--- src/rtl/bin_to_bcd_seq.sv ---
// bin_to_bcd_seq: sequential binary-to-BCD converter (double dabble), one
// operand bit per clock, MSB first. The result is three BCD digits, which
// covers every operand up to 9 bits wide.
//
// Optional build macro:
//   BCD_SERIAL_EN - adds dig_out/dig_valid, which replay the finished result
//                   one digit at a time: hundreds, tens, ones.
//
// Ports:
//   clk       in   rising-edge clock
//   rst       in   synchronous reset, active high
//   start     in   convert bin_in; only looked at while busy=0
//   bin_in    in   unsigned operand, BIN_W bits
//   busy      out  conversion (and digit stream) in progress
//   done      out  one-cycle pulse when bcd_* take a new value
//   bcd_hund  out  hundreds digit
//   bcd_tens  out  tens digit
//   bcd_ones  out  ones digit
//   dig_out   out  serial digit                  (BCD_SERIAL_EN only)
//   dig_valid out  dig_out qualifier             (BCD_SERIAL_EN only)
//
// state  | meaning
// S_IDLE   | waiting for start; bcd_* hold the last result
// S_SHIFT  | one add-3/shift step per clock, BIN_W steps in total
// S_STREAM | hundreds and tens digits on dig_out (BCD_SERIAL_EN only)

module bin_to_bcd_seq #(
  parameter int BIN_W = 8
) (
  input  logic             clk,
  input  logic             rst,
  input  logic             start,
  input  logic [BIN_W-1:0] bin_in,
  output logic             busy,
  output logic             done,
  output logic [3:0]       bcd_hund,
  output logic [3:0]       bcd_tens,
  output logic [3:0]       bcd_ones
`ifdef BCD_SERIAL_EN
  ,
  output logic [3:0]       dig_out,
  output logic             dig_valid
`endif
);

  localparam int CNT_W = (BIN_W > 1) ? $clog2(BIN_W) : 1;

  typedef enum logic [1:0] {
    S_IDLE,
    S_SHIFT
`ifdef BCD_SERIAL_EN
    ,
    S_STREAM
`endif
  } state_t;

  state_t             state_q, state_d;
  logic [BIN_W-1:0]   opnd_q, opnd_d;
  logic [11:0]        scr_q, scr_d;
  logic [CNT_W-1:0]   cnt_q, cnt_d;
  logic [3:0]         hund_q, hund_d;
  logic [3:0]         tens_q, tens_d;
  logic [3:0]         ones_q, ones_d;
  logic               done_q, done_d;
`ifdef BCD_SERIAL_EN
  logic [3:0]         dig_q, dig_d;
  logic               dval_q, dval_d;
  logic               sidx_q, sidx_d;
`endif

  logic [11:0]        adj;
  logic [11:0]        shifted;

  function automatic logic [3:0] add3(input logic [3:0] dig);
    add3 = (dig >= 4'd5) ? dig + 4'd3 : dig;
  endfunction

  always_comb begin
    adj     = {add3(scr_q[11:8]), add3(scr_q[7:4]), add3(scr_q[3:0])};
    // Operand is consumed from its MSB; the hundreds digit never overflows
    // for BIN_W <= 9, so dropping the top bit of the shift loses nothing.
    shifted = (adj << 1) | {11'd0, opnd_q[BIN_W-1]};
  end

  always_comb begin
    state_d = state_q;
    opnd_d  = opnd_q;
    scr_d   = scr_q;
    cnt_d   = cnt_q;
    hund_d  = hund_q;
    tens_d  = tens_q;
    ones_d  = ones_q;
    done_d  = 1'b0;
`ifdef BCD_SERIAL_EN
    dig_d   = dig_q;
    dval_d  = 1'b0;
    sidx_d  = sidx_q;
`endif
    case (state_q)
      S_IDLE: begin
        if (start) begin
          opnd_d  = bin_in;
          scr_d   = '0;
          cnt_d   = CNT_W'(BIN_W - 1);
          state_d = S_SHIFT;
        end
      end
      S_SHIFT: begin
        scr_d  = shifted;
        opnd_d = opnd_q << 1;
        cnt_d  = cnt_q - 1'b1;
        if (cnt_q == '0) begin
          hund_d  = shifted[11:8];
          tens_d  = shifted[7:4];
          ones_d  = shifted[3:0];
          done_d  = 1'b1;
`ifdef BCD_SERIAL_EN
          dig_d   = shifted[11:8];
          dval_d  = 1'b1;
          sidx_d  = 1'b0;
          state_d = S_STREAM;
`else
          state_d = S_IDLE;
`endif
        end
      end
`ifdef BCD_SERIAL_EN
      S_STREAM: begin
        dval_d = 1'b1;
        if (!sidx_q) begin
          dig_d  = tens_q;
          sidx_d = 1'b1;
        end else begin
          // Ones digit is presented from IDLE so busy drops with it.
          dig_d   = ones_q;
          state_d = S_IDLE;
        end
      end
`endif
      default: state_d = S_IDLE;
    endcase
  end

  always_ff @(posedge clk) begin
    if (rst) begin
      state_q <= S_IDLE;
      opnd_q  <= '0;
      scr_q   <= '0;
      cnt_q   <= '0;
      hund_q  <= '0;
      tens_q  <= '0;
      ones_q  <= '0;
      done_q  <= 1'b0;
`ifdef BCD_SERIAL_EN
      dig_q   <= '0;
      dval_q  <= 1'b0;
      sidx_q  <= 1'b0;
`endif
    end else begin
      state_q <= state_d;
      opnd_q  <= opnd_d;
      scr_q   <= scr_d;
      cnt_q   <= cnt_d;
      hund_q  <= hund_d;
      tens_q  <= tens_d;
      ones_q  <= ones_d;
      done_q  <= done_d;
`ifdef BCD_SERIAL_EN
      dig_q   <= dig_d;
      dval_q  <= dval_d;
      sidx_q  <= sidx_d;
`endif
    end
  end

  assign busy     = (state_q != S_IDLE);
  assign done     = done_q;
  assign bcd_hund = hund_q;
  assign bcd_tens = tens_q;
  assign bcd_ones = ones_q;
`ifdef BCD_SERIAL_EN
  assign dig_out   = dig_q;
  assign dig_valid = dval_q;
`endif

endmodule

--- config.mk ---
export PLATFORM = sky130hd
export DESIGN_NAME = bin_to_bcd_seq
export DESIGN_NICKNAME = d
export VERILOG_FILES = /design/src/rtl/bin_to_bcd_seq.sv
export SDC_FILE = /design/constraint.sdc
export NUM_CORES = 1
export LEC_CHECK = 0
export ABC_AREA = 1
export CORE_ASPECT_RATIO = 1.2
export CORE_UTILIZATION = 35
export DETAILED_ROUTE_END_ITERATION = 8
export GPL_TIMING_DRIVEN = 1
export PLACE_DENSITY_LB_ADDON = 0.25
export SKIP_CTS_REPAIR_TIMING = 1
export SYNTH_ARGS = -nofsm -noshare
export SYNTH_HDL_FRONTEND = slang
export SYNTH_SLANG_ARGS = --single-unit
--- constraint.sdc ---
create_clock -name clk -period 2.99 [get_ports clk]
set_clock_uncertainty 0.2 [all_clocks]
set_input_delay 0.299 -clock clk [delete_from_list [all_inputs] [get_ports clk]]
set_output_delay 0.299 -clock clk [all_outputs]
set_load 0.005 [all_outputs]
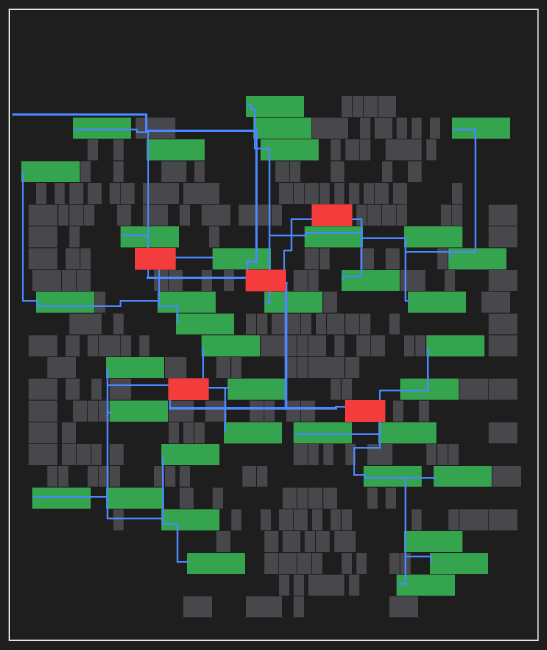
**Above:** run 1 (clock wires, drivers and flops).
Scale: 8 px per um.
clock wires: in blue, length 442 um. flip-flops: in green, count 37. clock drivers: in red, count 5.
Position of the flops: widely spread. There are 6 routed clock nets.

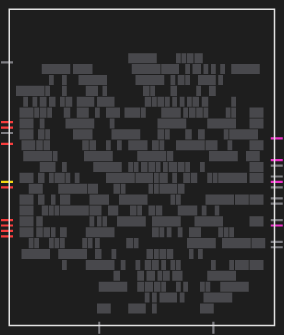
**Above:** run 1 (ports around the boundary).
Scale: 4 px per um. Pins as bars across the die edge, other pins in gray.
`bin_in`: in red, pins 8, direction input, edge west. `busy`: in yellow, pins 1, direction output, edge west. `bcd_tens`: in magenta, pins 4, direction output, edge east.

==> report_table.html, run 1 <==
<p>Metrics extracted from the flow reports.</p>
<table>
<tr><th>Metric</th><th>Value</th></tr>
<tr><th colspan="2">Detailed routing</th></tr>
<tr><td>Number of DRC markers after the initial detailed-route iteration</td><td>52</td></tr>
<tr><td>Total met3 wirelength after detailed routing</td><td>145 um</td></tr>
<tr><td>Avg WL per Cell</td><td>10.2 um</td></tr>
<tr><td>M1 WL</td><td>1.60 mm</td></tr>
<tr><td>Length of routed met2 wiring</td><td>1.46 mm</td></tr>
<tr><td>Routed via count</td><td>1473</td></tr>
<tr><td>Topmost layer with routed signal wires</td><td>met4</td></tr>
<tr><td>Tally of nets with antenna violations remaining after routing</td><td>0</td></tr>
<tr><td>Total wirelength of the detailed-routed design</td><td>3.24 mm</td></tr>
<tr><td>Detailed Routing Iterations Pass 1</td><td>4</td></tr>
<tr><th colspan="2">Logic synthesis</th></tr>
<tr><td>Post-synthesis share of cell area spent on and, or, nand and nor gates</td><td>30.8%</td></tr>
<tr><td>Area of the mapped netlist</td><td>0.00172 sq mm</td></tr>
<tr><td>Count of synthesis-stage warnings from yosys</td><td>0</td></tr>
<tr><td>Number of cell instances after yosys synthesis</td><td>235</td></tr>
<tr><td>Instance count of the mapped netlist</td><td>235</td></tr>
<tr><td>Mean area per synthesized cell</td><td>7.30 sq um</td></tr>
<tr><td>Compound-cell area share of the yosys netlist</td><td>10.1%</td></tr>
<tr><td>Post-synth area from yosys stat</td><td>0.00172 sq mm</td></tr>
<tr><td>Count of unique library cells instantiated by Yosys</td><td>24</td></tr>
<tr><td>Number of nets produced by synthesis</td><td>254</td></tr>
<tr><td>Synth Register Bits</td><td>37</td></tr>
<tr><td>Synth mux share</td><td>0%</td></tr>
<tr><td>Share of synthesized cell area in full adder, half adder and majority cells</td><td>5.84%</td></tr>
<tr><td>Combinational family with the most area after synthesis</td><td>simple AND/OR/NAND/NOR gates</td></tr>
<tr><td>XOR Share, Synth</td><td>0.511%</td></tr>
<tr><td>Share of synthesized area occupied by flip-flops and latches</td><td>43.2%</td></tr>
<tr><th colspan="2">Cells and area</th></tr>
<tr><td># fillers</td><td>514</td></tr>
<tr><td>Share of layout cells above drive strength 1</td><td>5.79%</td></tr>
<tr><td>Gate Area</td><td>810 sq um</td></tr>
<tr><td>Sequential share of cell area</td><td>35.7%</td></tr>
<tr><td>Area grow syn2layout</td><td>21.1%</td></tr>
<tr><td>Commonest cells after routing, fill and taps aside</td><td>sky130_fd_sc_hd__nand2_1 (76), sky130_fd_sc_hd__dfxtp_1 (37), sky130_fd_sc_hd__nand3_1 (33)</td></tr>
<tr><td>Sequential cell count of the final layout</td><td>37</td></tr>
<tr><td>Dominant kind of cell</td><td>logic gates</td></tr>
<tr><td>Net count reported at finish</td><td>278</td></tr>
<tr><td>Non-Clock Buffer Area Fraction</td><td>12.3%</td></tr>
<tr><td>Number of ordinary and repair buffers in the finished layout</td><td>26</td></tr>
<tr><td># clk buffers</td><td>7</td></tr>
<tr><td>Non-clock inverter total of the final layout</td><td>30</td></tr>
<tr><td>Most numerous logic cell after layout</td><td>sky130_fd_sc_hd__nand2_1</td></tr>
<tr><td>Sequential cell area</td><td>741 sq um</td></tr>
<tr><td>Antenna diode count</td><td>0</td></tr>
<tr><td>Final clock-cell share</td><td>4.16%</td></tr>
<tr><td>Multi-input logic portion of the cell area</td><td>39.0%</td></tr>
<tr><td>Comb gates</td><td>159</td></tr>
<tr><td>Number of non-filler instances in the completed layout</td><td>317</td></tr>
<tr><th colspan="2">Die</th></tr>
<tr><td>Well tap count</td><td>58</td></tr>
<tr><td>Floorplan core area</td><td>0.00466 sq mm</td></tr>
<tr><td>Count of pins on the block boundary</td><td>25</td></tr>
<tr><td>Row count</td><td>27</td></tr>
<tr><td>Core utilization at floorplan</td><td>36.8%</td></tr>
<tr><td>Area of the die</td><td>0.00519 sq mm</td></tr>
<tr><td>Vert. Die Dim</td><td>78.7 um</td></tr>
<tr><td>Die x size</td><td>65.9 um</td></tr>
<tr><th colspan="2">Critical path</th></tr>
<tr><td>Maximum cell stage delay along the critical path</td><td>640 ps</td></tr>
<tr><td>Start-to-end type of the worst setup path</td><td>flip-flop to output port</td></tr>
<tr><td>Kind of start point of the critical path</td><td>flip-flop</td></tr>
<tr><td>WP data required</td><td>2490 ps</td></tr>
<tr><td>Highest fanout seen on the critical path</td><td>14</td></tr>
<tr><td>CP delay by family, top</td><td>flip-flops</td></tr>
<tr><td>Worst Setup End Kind</td><td>output port</td></tr>
<tr><td>Data arrival time of the critical path</td><td>1530 ps</td></tr>
<tr><td>Critical-path cell with the highest stage delay</td><td>sky130_fd_sc_hd__dfxtp_1</td></tr>
<tr><td>Buffers and inverters on the worst path</td><td>1</td></tr>
<tr><td>Cell chain of the critical path</td><td>clkdlybuf4s50_1</td></tr>
<tr><th colspan="2">STA</th></tr>
<tr><td>Pins over their slew limit</td><td>0</td></tr>
<tr><td>Final setup violation count</td><td>0</td></tr>
<tr><td>Measured slew at the worst slew-check pin</td><td>515 ps</td></tr>
<tr><td>Highest clock rate</td><td>0.493 GHz</td></tr>
<tr><td>Final critical delay including setup and external delays</td><td>2030 ps</td></tr>
<tr><td>Part of the cycle the worst path needs</td><td>67.8%</td></tr>
<tr><td>PnR worst setup slack</td><td>963 ps</td></tr>
<tr><td>Max transition margin</td><td>65.6%</td></tr>
<tr><td>Number of hold violations in the final report</td><td>0</td></tr>
<tr><td>Worst hold margin</td><td>245 ps</td></tr>
<tr><td>RSZ-0062 raised after global routing</td><td>false</td></tr>
<tr><th colspan="2">Place</th></tr>
<tr><td>Half-perimeter wire length of the detailed placement result</td><td>2.38 mm</td></tr>
<tr><td>Worst setup timing slack at the placement stage</td><td>1030 ps</td></tr>
<tr><td>Total instance count after detailed placement</td><td>310</td></tr>
<tr><td>GP Congestion</td><td>0.783</td></tr>
<tr><td>Count of buffers inserted at the top-level ports</td><td>24</td></tr>
<tr><th colspan="2">Pwr</th></tr>
<tr><td>IR Drop Worst-Case VDD</td><td>241 uV</td></tr>
<tr><td>Static Leakage</td><td>0.914 nW</td></tr>
<tr><td>PD cells</td><td>455 mW/mm^2</td></tr>
<tr><th colspan="2">Global routing</th></tr>
<tr><td>Global-route wire length before repair</td><td>5.85 mm</td></tr>
<tr><td>Met2 track demand over resource</td><td>23.8%</td></tr>
<tr><td>All-Layer GR Usage</td><td>14.4%</td></tr>
<tr><td>Overflow left after global routing</td><td>0</td></tr>
<tr><td>Busiest grt layer</td><td>met2</td></tr>
<tr><td>GR Layer Usage met3</td><td>3.45%</td></tr>
<tr><td>Pin count of the biggest net entering global routing</td><td>24</td></tr>
<tr><td>Antenna violations before repair</td><td>0</td></tr>
<tr><td>Global routing usage on met1</td><td>18.0%</td></tr>
<tr><td>Via count of the first global-routing pass</td><td>1383</td></tr>
<tr><th colspan="2">Clock tree</th></tr>
<tr><td>Clock root buffer</td><td>sky130_fd_sc_hd__clkbuf_8</td></tr>
<tr><td>CTS max path bufs</td><td>2</td></tr>
<tr><td>Clock sink count</td><td>37</td></tr>
<tr><td>TritonCTS clock tree</td><td>yes</td></tr>
<tr><td>Number of H-tree levels</td><td>2</td></tr>
<tr><td>CTS clock-pin slew for the worst setup and hold paths</td><td>70 ps</td></tr>
<tr><th colspan="2">Status</th></tr>
<tr><td>Outcome</td><td>complete, no violations</td></tr>
<tr><th colspan="2">Flow run</th></tr>
<tr><td>Tool warning count</td><td>30</td></tr>
<tr><td>Max cap viols</td><td>0</td></tr>
<tr><th colspan="2">Hold path</th></tr>
<tr><td>Type of the most critical hold path</td><td>flip-flop to flip-flop</td></tr>
</table>
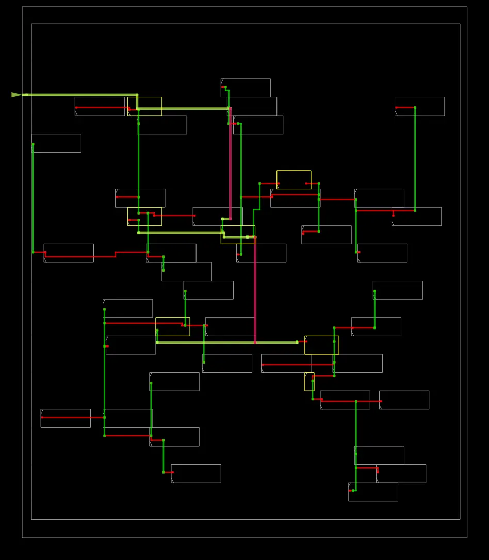
**Above:** run 1 (clock wiring as the flow saved it).
CTS buffer count: 5
Latency at later pin: 280 ps

## run 1: final timing paths
check	start	to	slack, ps	cells after the start
hold reg to reg	bcd_ones[0]$_SDFFE_PP0P_	bcd_ones[0]$_SDFFE_PP0P_	250	2
hold / removal	bcd_ones[0]$_SDFFE_PP0P_	bcd_ones[0]$_SDFFE_PP0P_	250	2
setup reg to reg	state_q[0]$_SDFFE_PP0P_	opnd_q[3]$_SDFFE_PP0P_	1230	6
setup / recovery	state_q[0]$_SDFFE_PP0P_	busy	960	1
## run 1: cell usage after synthesis
| cell type | instances | area, sq um |
|---|---|---|
| sky130_fd_sc_hd__nand2_1 | 76 | 285 |
| sky130_fd_sc_hd__nor2_1 | 2 | 7.51 |
| sky130_fd_sc_hd__a21oi_1 | 15 | 75.1 |
| sky130_fd_sc_hd__inv_1 | 26 | 97.6 |
| sky130_fd_sc_hd__buf_4 | 1 | 7.51 |
| sky130_fd_sc_hd__o211ai_1 | 1 | 7.51 |
| sky130_fd_sc_hd__buf_6 | 1 | 11.3 |
| sky130_fd_sc_hd__o21ai_0 | 4 | 20.0 |
| sky130_fd_sc_hd__xnor2_1 | 1 | 8.76 |
| sky130_fd_sc_hd__buf_2 | 6 | 30.0 |
| sky130_fd_sc_hd__inv_2 | 4 | 15.0 |
| sky130_fd_sc_hd__a22o_1 | 2 | 17.5 |
| sky130_fd_sc_hd__nand3_2 | 1 | 10.0 |
| sky130_fd_sc_hd__clkbuf_1 | 1 | 3.75 |
| sky130_fd_sc_hd__dfxtp_1 | 37 | 741 |
| sky130_fd_sc_hd__a221oi_1 | 1 | 8.76 |
| sky130_fd_sc_hd__ha_1 | 8 | 100 |
| sky130_fd_sc_hd__nand4_1 | 6 | 37.5 |
| sky130_fd_sc_hd__a22oi_1 | 1 | 7.51 |
| sky130_fd_sc_hd__nor2_4 | 2 | 22.5 |
| sky130_fd_sc_hd__o21ai_1 | 4 | 20.0 |
| sky130_fd_sc_hd__nand3_1 | 33 | 165 |
| sky130_fd_sc_hd__a31o_1 | 1 | 8.76 |
| sky130_fd_sc_hd__a21boi_0 | 1 | 7.51 |
## run 1: power breakdown
part | switching [mW] | internal (mW)
Combinational | 0.0493 | 0.0374
Sequential | 0.0115 | 0.507
Clock | 0.157 | 0.183
Total | 0.218 | 0.727
## run 1: kinds of logic (layout without fill, tap and decap cells)
kind of cell / Yosys count / count (layout)
flip-flops: 37 / 37
adder cells (fa/ha/maj): 8 / 8
AND-OR/OR-AND: 30 / 30
XOR/XNOR: 1 / 1
AND/OR/NAND/NOR: 120 / 120
buffers and inverters: 39 / 63
## run 1: registers in the layout, indices dropped and copies added (netlist names)
signal	count
scr_q	12
cnt_q	3
done	1
opnd_q	8
bcd_hund	4
bcd_tens	4
state_q	1
bcd_ones	4
## run 1: metrics by stage
stage | util [%] | cell area (sq um) | power, mW
final | 44.6 | 2080 | 0.944
after global routing | 44.6 | 2080 | 0.993
after CTS | 44.6 | 2080 | 0.962
after detailed placement | 42.7 | 1990 | 0.618
after global placement | 42.7 | 1990 | 0.618
after floorplan | - | 1720 | 0.590
==> run 2, diff against run 1 <==
==> constraint.sdc (replaced) <==
create_clock -name clk -period 1.6 [get_ports clk]
set_clock_uncertainty 0.2 [all_clocks]
set_input_delay 0.16 -clock clk [delete_from_list [all_inputs] [get_ports clk]]
set_output_delay 0.16 -clock clk [all_outputs]
set_load 0.005 [all_outputs]
==> run 2 against run 1 <==
Compared with the run above: die area is the same; critical path depth is the same; sequential power grew 86%; cell count grew 3.5%; via count grew 4.5%; core utilization grew 2.1 points; clock-buffer cell count is the same; first-iteration DRC count grew 52%; largest power group unchanged.
==> report_table.html, run 2 <==
<p>Metrics extracted from the flow reports.</p>
<table>
<tr><th>Metric</th><th>Value</th></tr>
<tr><th colspan="2">Cells and area</th></tr>
<tr><td>Antenna diode count</td><td>0 (unchanged)</td></tr>
<tr><td>Post-route core utilization</td><td>46.6% (+2.1 points)</td></tr>
<tr><td>Net count reported at finish</td><td>289 (+4.0%)</td></tr>
<tr><td>Commonest cells after routing, fill and taps aside</td><td>sky130_fd_sc_hd__nand2_1 (75), sky130_fd_sc_hd__dfxtp_1 (36), sky130_fd_sc_hd__nand3_1 (31)</td></tr>
<tr><td>Most numerous logic cell after layout</td><td>sky130_fd_sc_hd__nand2_1</td></tr>
<tr><td>Area grow syn2layout</td><td>26.7%</td></tr>
<tr><td>Registers with the highest flip-flop counts</td><td>scr_q x12, opnd_q x8</td></tr>
<tr><td>Area of all placed cells without fillers</td><td>0.00217 sq mm (+4.6%)</td></tr>
<tr><td>Largest register FFs</td><td>12 (unchanged)</td></tr>
<tr><td># fillers</td><td>479 (-6.8%)</td></tr>
<tr><td>Share of layout cells above drive strength 1</td><td>11.1% (+5.3 points)</td></tr>
<tr><td>Register with the most flip-flops</td><td>scr_q</td></tr>
<tr><th colspan="2">Clock tree</th></tr>
<tr><td>TritonCTS clock tree</td><td>yes</td></tr>
<tr><td>Clock sink count</td><td>37 (unchanged)</td></tr>
<tr><td>CTS max path bufs</td><td>2 (unchanged)</td></tr>
<tr><td>Number of H-tree levels</td><td>2 (unchanged)</td></tr>
<tr><td>CTS clock-pin slew for the worst setup and hold paths</td><td>70 ps (about the same)</td></tr>
<tr><td>CTS buffer count</td><td>5 (unchanged)</td></tr>
<tr><td>Latency at later pin</td><td>280 ps (about the same)</td></tr>
<tr><td>Clock root buffer</td><td>sky130_fd_sc_hd__clkbuf_8</td></tr>
<tr><th colspan="2">Critical path</th></tr>
<tr><td>Highest fanout seen on the critical path</td><td>4 (-10)</td></tr>
<tr><td>CP Launch Point</td><td>state_q[0]$_SDFFE_PP0P_</td></tr>
<tr><td>CP delay by family, top</td><td>buffers and inverters</td></tr>
<tr><td>Worst reg2reg path startpoint</td><td>scr_q[1]$_SDFFE_PP0P_</td></tr>
<tr><td>Worst Setup End Kind</td><td>output port</td></tr>
<tr><td>Logic depth of the worst path, buffers included</td><td>1 (unchanged)</td></tr>
<tr><td>Data arrival time of the critical path</td><td>1170 ps (-360 ps)</td></tr>
<tr><td>Start-to-end type of the worst setup path</td><td>flip-flop to output port</td></tr>
<tr><td>Kind of start point of the critical path</td><td>flip-flop</td></tr>
<tr><td>WP data required</td><td>1240 ps (-1250 ps)</td></tr>
<tr><td>Terminus of the critical flop-to-flop path</td><td>scr_q[3]$_SDFFE_PP0P_</td></tr>
<tr><td>Maximum cell stage delay along the critical path</td><td>520 ps (-120 ps)</td></tr>
<tr><td>Critical-path cell with the highest stage delay</td><td>sky130_fd_sc_hd__clkdlybuf4s50_1</td></tr>
<tr><td>Critical path destination</td><td>busy</td></tr>
<tr><td>Reg2Reg Depth</td><td>7 (+1)</td></tr>
<tr><td>Cell chain of the critical path</td><td>clkdlybuf4s50_1</td></tr>
<tr><td>Buffers and inverters on the worst path</td><td>1 (unchanged)</td></tr>
<tr><td>Setup slack of the most critical reg-to-reg path</td><td>130 ps (-1100 ps)</td></tr>
<tr><th colspan="2">Pwr</th></tr>
<tr><td>Clock share of power</td><td>35.7% (-0.2 points)</td></tr>
<tr><td>Relative contribution of sequential cells to total power</td><td>53.5% (-1.4 points)</td></tr>
<tr><td>Logic pwr share</td><td>10.8% (+1.6 points)</td></tr>
<tr><td>IR Drop Worst-Case VDD</td><td>350 uV (+45%)</td></tr>
<tr><td>Power spent charging and discharging nets</td><td>0.420 mW (+93%)</td></tr>
<tr><td>Internal power</td><td>1.38 mW (+90%)</td></tr>
<tr><td>Switching power share of the total</td><td>23.4% (+0.34 points)</td></tr>
<tr><td>Static Leakage</td><td>0.987 nW (+8.0%)</td></tr>
<tr><td>PD cells</td><td>827 mW/mm^2 (+82%)</td></tr>
<tr><th colspan="2">Logic synthesis</th></tr>
<tr><td>Largest type area fraction</td><td>43.2% (unchanged)</td></tr>
<tr><td>Share of synthesized cell area in full adder, half adder and majority cells</td><td>5.84% (unchanged)</td></tr>
<tr><td>Area of the mapped netlist</td><td>0.00172 sq mm (unchanged)</td></tr>
<tr><td>Share of synthesized area occupied by flip-flops and latches</td><td>43.2% (unchanged)</td></tr>
<tr><td>Number of synthesized flops with an enable pin</td><td>0 (unchanged)</td></tr>
<tr><td>Number of cell instances after yosys synthesis</td><td>235 (unchanged)</td></tr>
<tr><td>Fraction of registers with async set or reset after synthesis</td><td>0% (unchanged)</td></tr>
<tr><td>Leading cell types by total area after synthesis</td><td>sky130_fd_sc_hd__dfxtp_1 (43%), sky130_fd_sc_hd__nand2_1 (17%), sky130_fd_sc_hd__nand3_1 (9.6%), sky130_fd_sc_hd__ha_1 (5.8%), sky130_fd_sc_hd__inv_1 (5.7%)</td></tr>
<tr><td>Most frequent cell after synthesis</td><td>sky130_fd_sc_hd__nand2_1</td></tr>
<tr><td>Number of nets produced by synthesis</td><td>254 (unchanged)</td></tr>
<tr><td>Synth Register Bits</td><td>37 (unchanged)</td></tr>
<tr><td>Commonest cells in the netlist</td><td>sky130_fd_sc_hd__nand2_1 (76), sky130_fd_sc_hd__dfxtp_1 (37), sky130_fd_sc_hd__nand3_1 (33)</td></tr>
<tr><td>Combinational family with the most area after synthesis</td><td>simple AND/OR/NAND/NOR gates</td></tr>
<tr><td>Instance count of the mapped netlist</td><td>235 (unchanged)</td></tr>
<tr><td>XOR Share, Synth</td><td>0.511% (unchanged)</td></tr>
<tr><td>Count of synthesis-stage warnings from yosys</td><td>0 (unchanged)</td></tr>
<tr><td>Cell type contributing the most total cell area after synthesis</td><td>sky130_fd_sc_hd__dfxtp_1</td></tr>
<tr><td>Synth mux share</td><td>0% (unchanged)</td></tr>
<tr><td>Mean area per synthesized cell</td><td>7.30 sq um (unchanged)</td></tr>
<tr><td>Compound-cell area share of the yosys netlist</td><td>10.1% (unchanged)</td></tr>
<tr><td>Count of unique library cells instantiated by Yosys</td><td>24 (unchanged)</td></tr>
<tr><td>Post-synthesis share of cell area spent on and, or, nand and nor gates</td><td>30.8% (unchanged)</td></tr>
<tr><td>Post-synth area from yosys stat</td><td>0.00172 sq mm (unchanged)</td></tr>
<tr><td>Main synth FF type</td><td>sky130_fd_sc_hd__dfxtp_1</td></tr>
<tr><th colspan="2">STA</th></tr>
<tr><td>Final setup violation count</td><td>0 (unchanged)</td></tr>
<tr><td>Part of the cycle the worst path needs</td><td>95.7%</td></tr>
<tr><td>Worst hold margin</td><td>250 ps (+4.87 ps)</td></tr>
<tr><td>Number of hold violations in the final report</td><td>0 (unchanged)</td></tr>
<tr><td>Pins over their slew limit</td><td>0 (unchanged)</td></tr>
<tr><td>Measured slew at the worst slew-check pin</td><td>321 ps (-194 ps)</td></tr>
<tr><td>Max transition margin</td><td>78.5% (+13 points)</td></tr>
<tr><td>PnR worst setup slack</td><td>68.2 ps (-895 ps)</td></tr>
<tr><td>Final critical delay including setup and external delays</td><td>1530 ps</td></tr>
<tr><td>Highest clock rate</td><td>0.653 GHz</td></tr>
<tr><th colspan="2">Die</th></tr>
<tr><td>Area of the die</td><td>0.00519 sq mm (unchanged)</td></tr>
<tr><td>Die x size</td><td>65.9 um (unchanged)</td></tr>
<tr><td>Core utilization at floorplan</td><td>36.8% (unchanged)</td></tr>
<tr><td>Vert. Die Dim</td><td>78.7 um (unchanged)</td></tr>
<tr><td>Row count</td><td>27 (unchanged)</td></tr>
<tr><td>Count of pins on the block boundary</td><td>25 (unchanged)</td></tr>
<tr><td>Floorplan core area</td><td>0.00466 sq mm (unchanged)</td></tr>
<tr><th colspan="2">Flow run</th></tr>
<tr><td>Max cap viols</td><td>0 (unchanged)</td></tr>
<tr><td>Tool warning count</td><td>30 (unchanged)</td></tr>
<tr><th colspan="2">Detailed routing</th></tr>
<tr><td>Routed via count</td><td>1539 (+4.5%)</td></tr>
<tr><td>Tally of nets with antenna violations remaining after routing</td><td>0 (unchanged)</td></tr>
<tr><td>Detailed Routing Iterations Pass 1</td><td>4 (unchanged)</td></tr>
<tr><td>Total wirelength of the detailed-routed design</td><td>3.51 mm (+8.2%)</td></tr>
<tr><td>Avg WL per Cell</td><td>10.7 um (+4.5%)</td></tr>
<tr><td>Vias per Instance</td><td>4.69</td></tr>
<tr><td>Number of DRC markers after the initial detailed-route iteration</td><td>79 (+52%)</td></tr>
<tr><td>Drc violations</td><td>0</td></tr>
<tr><th colspan="2">Place</th></tr>
<tr><td>Area after detailed placement</td><td>0.00207 sq mm (+4.1%)</td></tr>
<tr><td>Worst setup timing slack at the placement stage</td><td>74.9 ps (-958 ps)</td></tr>
<tr><td>Count of buffers inserted at the top-level ports</td><td>24 (unchanged)</td></tr>
<tr><td>Half-perimeter wire length of the detailed placement result</td><td>2.64 mm (+11%)</td></tr>
<tr><td>GP Congestion</td><td>0.768 (-2.0%)</td></tr>
<tr><th colspan="2">Global routing</th></tr>
<tr><td>Antenna violations before repair</td><td>0 (unchanged)</td></tr>
<tr><td>All-Layer GR Usage</td><td>15.7% (+1.2 points)</td></tr>
<tr><td>Via count of the first global-routing pass</td><td>1418 (+2.5%)</td></tr>
<tr><td>Global-route wire length before repair</td><td>6.24 mm (+6.7%)</td></tr>
<tr><td>Overflow left after global routing</td><td>0 (unchanged)</td></tr>
<tr><td>Pin count of the biggest net entering global routing</td><td>17 (-29%)</td></tr>
<tr><th colspan="2">Hold path</th></tr>
<tr><td>Type of the most critical hold path</td><td>flip-flop to flip-flop</td></tr>
<tr><td>Cell count of the worst hold path</td><td>2 (unchanged)</td></tr>
<tr><th colspan="2">Status</th></tr>
<tr><td>Outcome</td><td>complete, no violations</td></tr>
</table>
==> run 2: worst min path at each step <==
stage / start / endpoint / slack [ps]
finish: bcd_ones[0]$_SDFFE_PP0P_ / bcd_ones[0]$_SDFFE_PP0P_ / 250
detailed placement: bcd_hund[3]$_SDFFE_PP0P_ / bcd_hund[3]$_SDFFE_PP0P_ / 240
CTS: bcd_hund[3]$_SDFFE_PP0P_ / bcd_hund[3]$_SDFFE_PP0P_ / 250
global placement: bcd_ones[0]$_SDFFE_PP0P_ / bcd_ones[0]$_SDFFE_PP0P_ / 240
global route: bcd_ones[0]$_SDFFE_PP0P_ / bcd_ones[0]$_SDFFE_PP0P_ / 270
floorplan: bin_in[0] / opnd_q[0]$_SDFFE_PP0P_ / 130
==> run 2: logic make-up (layout without fill, tap and decap cells) <==
group,count (synthesis),after routing
AOI/OAI and AO/OA,30,30
DFF,37,37
adders and majority gates,8,8
xor gates and xnor gates,1,1
buffers and inverters,39,74
and+or+nand+nor,120,120
==> run 2: through the flow <==
stage	power, mW	cells	TNS [ps]
after floorplan	1.10	235	0
after global placement	1.18	321	0
after detailed placement	1.18	321	0
after CTS	1.83	328	-19.1
after global routing	1.90	328	-12.7
final	1.80	328	0
==> run 2: power groups by stage <==
stage	clock (mW)	combinational, mW	sequential, mW
CTS	0.673	0.197	0.962
global placement	0	0.195	0.983
global route	0.717	0.223	0.965
detailed placement	0	0.197	0.983
finish	0.642	0.194	0.963
floorplan	0	0.120	0.982
==> run 2: worst register-to-register path, stage by stage, from the launching register on <==
cell                       delay [ps]
sky130_fd_sc_hd__dfxtp_1          360
sky130_fd_sc_hd__inv_1            100
sky130_fd_sc_hd__ha_1             190
sky130_fd_sc_hd__inv_1             80
sky130_fd_sc_hd__nand2_1           60
sky130_fd_sc_hd__a21boi_1         220
sky130_fd_sc_hd__nand2_1           80
sky130_fd_sc_hd__a21oi_1          120
==> run 2: final cells by class <==
type | count | area (sq um) | share of cell area [%]
Sequential cell | 37 | 742 | 34.1
Timing Repair Buffer | 37 | 338 | 15.5
Tap cell | 58 | 72.6 | 3.34
Multi-Input combinational cell | 159 | 822 | 37.8
Clock buffer | 7 | 86.3 | 3.97
Inverter | 30 | 113 | 5.18
==> run 2: metal layers <==
metal  global-route usage (%)  part of all wire, %  up-vias
li1                         -                    -      827
met1                     18.7                   47      671
met2                     26.1                   48       35
met3                     4.31                  3.4        6
met4                     6.09                  1.6        0
met5                        0                    0        -
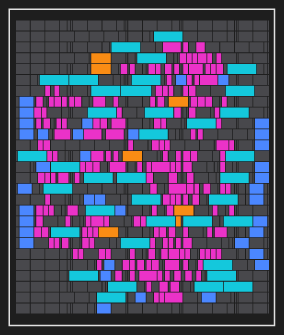
**Above:** run 2 (cells colored by class).
Scale: 4 px per um. Fill, decap, tap and diode cells in gray.
clock drivers and dummy loads: in orange, cells 7, share of their area 4.1%. combinational and other logic: in magenta, cells 189, share of their area 44%. other buffers and delay cells: in blue, cells 37, share of their area 16%. flops: in cyan, cells 37, share of their area 35%.

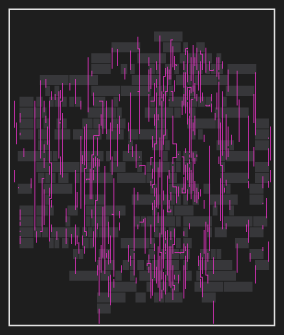
**Above:** run 2 (M2 wires).
Scale: 4 px per um.
213 nets have wire on it. The longest straight run is 33.3 um. The layer carries 1680 um of wire.

Power figures rest on the tool's default switching activity, not on a simulated workload.
